Figure 1. Pin placement (run 1).
Scale: 4 px per micron. Pins as bars across the die edge, other pins in grey.
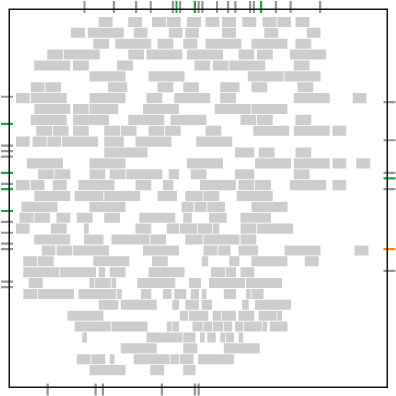
Figure 2. Selected gate families (run 1).
Scale: 4 px per micron.
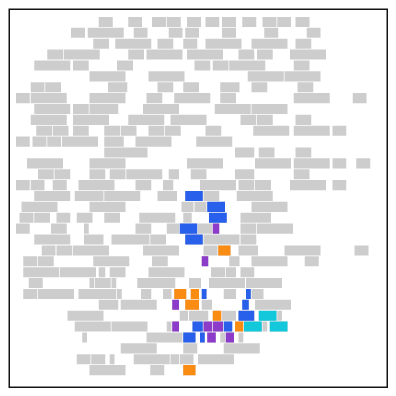
Figure 3. Signal wires on met4 (run 1).
Scale: 4 px per micron.
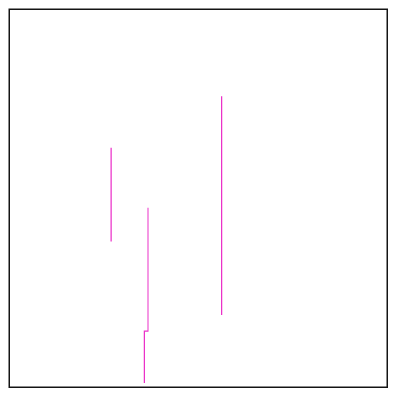
===== src/rtl/spi_reg_pkg.sv =====
// Shared constants and types for the SPI-slave register bank:
// register addresses, frame width and the receive state encoding.
package spi_reg_pkg;

    localparam logic [6:0] ADDR_EN_OUT_LO = 7'h00;
    localparam logic [6:0] ADDR_EN_OUT_HI = 7'h01;
    localparam logic [6:0] ADDR_EN_PWM_LO = 7'h02;
    localparam logic [6:0] ADDR_EN_PWM_HI = 7'h03;
    localparam logic [6:0] ADDR_DUTY      = 7'h04;
    localparam logic [6:0] ADDR_MAX       = 7'h04;

    localparam int FRAME_BITS = 16;

    typedef enum logic {
        IDLE,
        RECV
    } state_t;

endpackage


===== src/rtl/sync_edge_det.sv =====
// Multi-flop synchroniser for one asynchronous pin, followed by a
// registered previous value so rise/fall come out as one-cycle pulses.
module sync_edge_det #(
    parameter int   SYNC_STAGES = 2,
    parameter logic RESET_VAL   = 1'b0
) (
    input  logic clk,
    input  logic rst,
    input  logic din,
    output logic sync,
    output logic rise,
    output logic fall
);

    logic [SYNC_STAGES-1:0] chain;
    logic                   prev;

    always_ff @(posedge clk or posedge rst) begin
        if (rst) begin
            chain <= {SYNC_STAGES{RESET_VAL}};
            prev  <= RESET_VAL;
        end else begin
            chain <= {chain[SYNC_STAGES-2:0], din};
            prev  <= chain[SYNC_STAGES-1];
        end
    end

    assign sync = chain[SYNC_STAGES-1];
    assign rise = sync & ~prev;
    assign fall = ~sync & prev;

endmodule


===== src/rtl/spi_reg_bank.sv =====
// SPI-slave write-only register bank: deserialises 16-bit frames from the
// synchronised pins and commits well-formed writes to five PWM control registers.
module spi_reg_bank #(
    parameter int SYNC_STAGES = 2,
    parameter int FRAME_BITS  = spi_reg_pkg::FRAME_BITS
) (
    input  logic       clk,
    input  logic       rst,
    input  logic       sclk,
    input  logic       copi,
    input  logic       ncs,
    output logic [7:0] en_reg_out_7_0,
    output logic [7:0] en_reg_out_15_8,
    output logic [7:0] en_reg_pwm_7_0,
    output logic [7:0] en_reg_pwm_15_8,
    output logic [7:0] pwm_duty_cycle,
    output logic       wr_strobe,
    output logic       frame_err
);
    import spi_reg_pkg::*;

    localparam logic [4:0] CNT_FULL = 5'(FRAME_BITS);
    localparam logic [4:0] CNT_SAT  = 5'(FRAME_BITS + 1);

    logic sclk_sync, sclk_rise, sclk_fall_unused;
    logic ncs_sync, ncs_rise, ncs_fall;
    logic copi_sync, copi_rise_unused, copi_fall_unused;

    sync_edge_det #(.SYNC_STAGES(SYNC_STAGES), .RESET_VAL(1'b0)) u_sclk (
        .clk(clk), .rst(rst), .din(sclk),
        .sync(sclk_sync), .rise(sclk_rise), .fall(sclk_fall_unused)
    );

    sync_edge_det #(.SYNC_STAGES(SYNC_STAGES), .RESET_VAL(1'b1)) u_ncs (
        .clk(clk), .rst(rst), .din(ncs),
        .sync(ncs_sync), .rise(ncs_rise), .fall(ncs_fall)
    );

    sync_edge_det #(.SYNC_STAGES(SYNC_STAGES), .RESET_VAL(1'b0)) u_copi (
        .clk(clk), .rst(rst), .din(copi),
        .sync(copi_sync), .rise(copi_rise_unused), .fall(copi_fall_unused)
    );

    state_t                  state_q, state_d;
    logic [4:0]              cnt_q, cnt_d;
    logic [FRAME_BITS-1:0]   shift_q, shift_d;
    logic [SYNC_STAGES-1:0]  warm_q;
    logic                    armed_q;
    logic                    commit, err;

    logic       frame_rw;
    logic [6:0] frame_addr;
    logic [7:0] frame_data;

    assign frame_rw   = shift_q[FRAME_BITS-1];
    assign frame_addr = shift_q[FRAME_BITS-2 -: 7];
    assign frame_data = shift_q[7:0];

    // The ncs synchroniser resets high, so a pin already low at reset release
    // yields a spurious fall; frames are only accepted once ncs is seen high.
    always_ff @(posedge clk or posedge rst) begin
        if (rst) begin
            warm_q  <= '0;
            armed_q <= 1'b0;
        end else begin
            warm_q  <= {warm_q[SYNC_STAGES-2:0], 1'b1};
            armed_q <= armed_q | (warm_q[SYNC_STAGES-1] & ncs_sync);
        end
    end

    always_comb begin
        state_d = state_q;
        cnt_d   = cnt_q;
        shift_d = shift_q;
        commit  = 1'b0;
        err     = 1'b0;
        case (state_q)
            IDLE: begin
                if (ncs_fall && armed_q) begin
                    state_d = RECV;
                    cnt_d   = '0;
                end
            end
            RECV: begin
                if (ncs_fall) begin
                    cnt_d = '0;
                end else if (ncs_rise) begin
                    state_d = IDLE;
                    if (cnt_q != CNT_FULL) begin
                        err = 1'b1;
                    end else if (frame_rw) begin
                        commit = (frame_addr <= ADDR_MAX);
                        err    = (frame_addr > ADDR_MAX);
                    end
                end else if (sclk_rise && sclk_sync) begin
                    shift_d = {shift_q[FRAME_BITS-2:0], copi_sync};
                    cnt_d   = (cnt_q == CNT_SAT) ? CNT_SAT : cnt_q + 5'd1;
                end
            end
            default: state_d = IDLE;
        endcase
    end

    always_ff @(posedge clk or posedge rst) begin
        if (rst) begin
            state_q         <= IDLE;
            cnt_q           <= '0;
            shift_q         <= '0;
            wr_strobe       <= 1'b0;
            frame_err       <= 1'b0;
            en_reg_out_7_0  <= 8'h00;
            en_reg_out_15_8 <= 8'h00;
            en_reg_pwm_7_0  <= 8'h00;
            en_reg_pwm_15_8 <= 8'h00;
            pwm_duty_cycle  <= 8'h00;
        end else begin
            state_q   <= state_d;
            cnt_q     <= cnt_d;
            shift_q   <= shift_d;
            wr_strobe <= commit;
            frame_err <= err;
            if (commit) begin
                case (frame_addr)
                    ADDR_EN_OUT_LO: en_reg_out_7_0  <= frame_data;
                    ADDR_EN_OUT_HI: en_reg_out_15_8 <= frame_data;
                    ADDR_EN_PWM_LO: en_reg_pwm_7_0  <= frame_data;
                    ADDR_EN_PWM_HI: en_reg_pwm_15_8 <= frame_data;
                    ADDR_DUTY:      pwm_duty_cycle  <= frame_data;
                    default: ;
                endcase
            end
        end
    end

endmodule

===== config.mk =====
export PLATFORM = sky130hd
export DESIGN_NAME = spi_reg_bank
export DESIGN_NICKNAME = d
export VERILOG_FILES = /design/src/rtl/spi_reg_pkg.sv /design/src/rtl/sync_edge_det.sv /design/src/rtl/spi_reg_bank.sv
export SDC_FILE = /design/constraint.sdc
export NUM_CORES = 1
export LEC_CHECK = 0
export CAP_MARGIN = 15
export CORE_UTILIZATION = 35
export DETAILED_ROUTE_END_ITERATION = 8
export SYNTH_ARGS = -nofsm -noshare
export SYNTH_HDL_FRONTEND = slang
export SYNTH_HIERARCHICAL = 1
export SYNTH_SLANG_ARGS = --single-unit

===== constraint.sdc =====
create_clock -name clk -period 2.3 [get_ports clk]
set_input_delay 0.575 -clock clk [delete_from_list [all_inputs] [get_ports clk]]
set_output_delay 0.575 -clock clk [all_outputs]
set_load 0.01 [all_outputs]

==> results.py, run 1 <==
# Flow results
metrics = {
    "status": {
        "status": "complete, no violations",
    },
    "cts": {
        "cts.htree.levels": 3,
        "cts.clk_slew.worst_paths_ps": 80,
        "cts_setup_buffers": 0,
        "cts_hold_buf": 0,
        "cts_made_buffers": 9,
    },
    "drt": {
        "met1_length_microns": 2673,
        "drtIter0Drc": 106,
        "final_antenna_net_count": 0,
    },
    "global_routing": {
        "use_met2": 0.2117,
        "grt_pass1_vias": 1842,
    },
    "power_and_ir_drop": {
        "switching_share": 0.2265,
        "maxPowerGroup": "registers",
        "pg_seq_w": 0.00140,
        "comb_power_w": 0.000102,
        "combPwrFrac": 0.041,
        "intPower_w": 0.001930,
        "powerClk_w": 0.000990,
        "p_per_area_nw_per_um2": 656.1,
        "p_seq_frac": 0.563,
    },
    "final_timing": {
        "fin_crit_sh": 0.9643,
        "worst_slack_ps": 82.20,
        "slew_viol_final": 0,
        "finalSetupViolCount": 0,
    },
    "worst_setup_path": {
        "endpoint_kind": "register",
        "crit_path_start_kind": "register",
        "reg2regPathDepth": 4,
    },
    "cells_and_area": {
        "fin_area_sq_um": 3802,
        "logic_area_sq_um": 1033,
        "buffer_area_frac": 0.1395,
        "buffers": 52,
        "areaGrowthSynthToFinish_pct": 28.07,
    },
    "die": {
        "fp-row-count": 33,
    },
}
About Figure 1:
legend:
  green:
    port: en_reg_pwm_7_0
    pins: 8
    direction: output
    edge: 4 left, 3 top, 1 right
  orange:
    port: wr_strobe
    pins: 1
    direction: output
    edge: right
Die H: 94.11 microns
die width: 94.11 microns
number of I/O port buffers: 46

About Figure 2:
legend:
  cyan:
    family: adder and majority cells
    cells: 3
  orange:
    family: AND and OR gates
    cells: 7
    where: bottom middle
  blue:
    family: NAND gates
    cells: 13
  purple:
    family: inverting AOI/OAI gates
    cells: 8
    where: bottom middle
most frequent logic cell in the layout: dfrtp_1
Comb/total area: 0.2718
non-filler cells, final: 360

About Figure 3:
main direction: vertical
nets with wire on the layer: 2
routed via count: 1,749
final WL: 5591 microns

## Run 2: what changed since run 1
--- a/config.mk
+++ b/config.mk
@@ -7,5 +7,6 @@
 export LEC_CHECK = 0
-export CAP_MARGIN = 15
+export CAP_MARGIN = 10
 export CORE_UTILIZATION = 35
 export DETAILED_ROUTE_END_ITERATION = 8
+export SKIP_CTS_REPAIR_TIMING = 1
 export SYNTH_ARGS = -nofsm -noshare
--- a/constraint.sdc
+++ b/constraint.sdc
@@ -3,2 +3,2 @@
 set_output_delay 0.575 -clock clk [all_outputs]
-set_load 0.01 [all_outputs]
+set_load 0.005 [all_outputs]
==> run 2 against run 1 <==
Net effect:
- routed wire length stayed put
- critical path type unchanged
- via count stayed put
- die area stayed put
- setup slack stayed put
- count of clock-buffer cells in the layout stayed put
- synthesized cell count stayed put
- critical path depth stayed put
- clock power hardly changed
- largest cell class unchanged
- final cell count stayed put
- sequential cell count stayed put
- core utilization stayed put
- global-route usage stayed put
- largest power group unchanged
==> results.py, run 2 <==
# Flow results
metrics = {
    "final_timing": {
        "slew_viol_final": 0,
        "worst_slack_ps": 82.20,
    },
    "global_routing": {
        "use_met2": 0.2117,
    },
    "drt": {
        "final_antenna_net_count": 0,
        "met1_length_microns": 2673,
        "drtIter0Drc": 106,
        "via_count": 1749,
    },
    "power_and_ir_drop": {
        "pg_seq_w": 0.00140,
        "maxPowerGroup": "registers",
        "p_seq_frac": 0.563,
        "switching_share": 0.2264,
        "p_per_area_nw_per_um2": 656.0,
        "combPwrFrac": 0.041,
    },
    "status": {
        "status": "complete, no violations",
    },
    "die": {
        "fp-row-count": 33,
        "die_width_microns": 94.11,
    },
    "cells_and_area": {
        "fin_cells": 360,
        "areaGrowthSynthToFinish_pct": 28.07,
        "comb_share": 0.2718,
        "logic_area_sq_um": 1033,
        "buffers": 52,
    },
    "cts": {
        "cts.clk_slew.worst_paths_ps": 80,
        "cts.htree.levels": 3,
    },
    "worst_setup_path": {
        "endpoint_kind": "register",
    },
    "placement": {
        "portBuffers": 46,
    },
}
Figure 4. Clock nets (run 2).
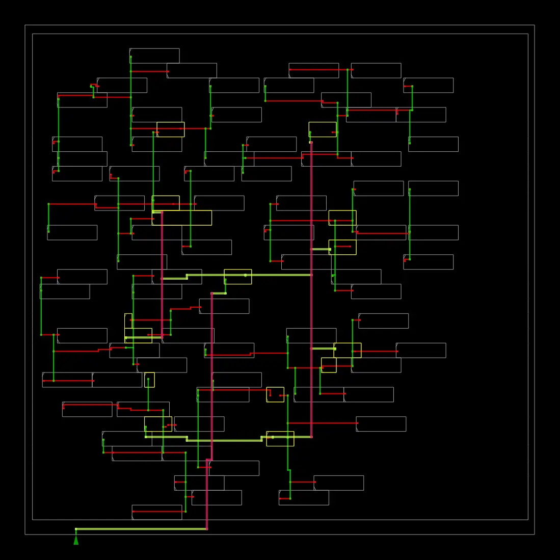
Sink Count: 75
Clk. pwr: 0.000990 W
Seq cells: 75

Figure 5. Pin placement (run 2).
Scale: 4 px per micron. Pins as bars across the die edge, other pins in grey.
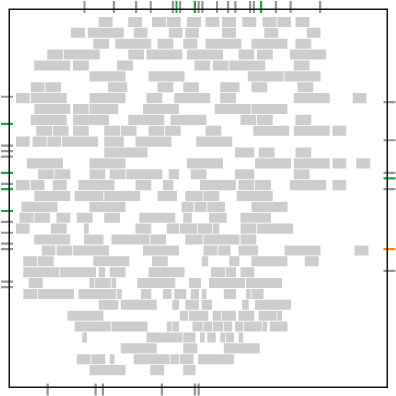
legend:
  green:
    port: en_reg_pwm_7_0
    pins: 8
    direction: output
    edge: 4 left, 3 top, 1 right
  orange:
    port: wr_strobe
    pins: 1
    direction: output
    edge: right
all pins by edge: 19 top, 15 left, 7 right, 6 bottom

Figure 6. Signal wires on met4 (run 2).
Scale: 4 px per micron.
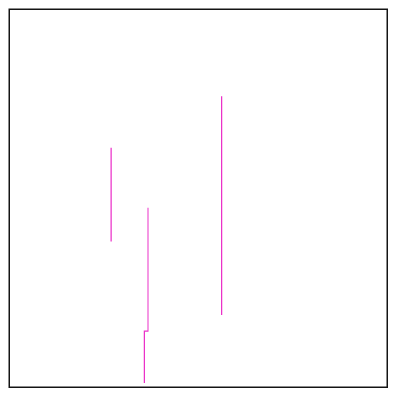
longest straight run: 54.4 microns
share of all routed wire: 2.2%
wire length on this layer: 122 microns
main direction: vertical
nets with wire on the layer: 2

Power is estimated from default activity; no workload was simulated.
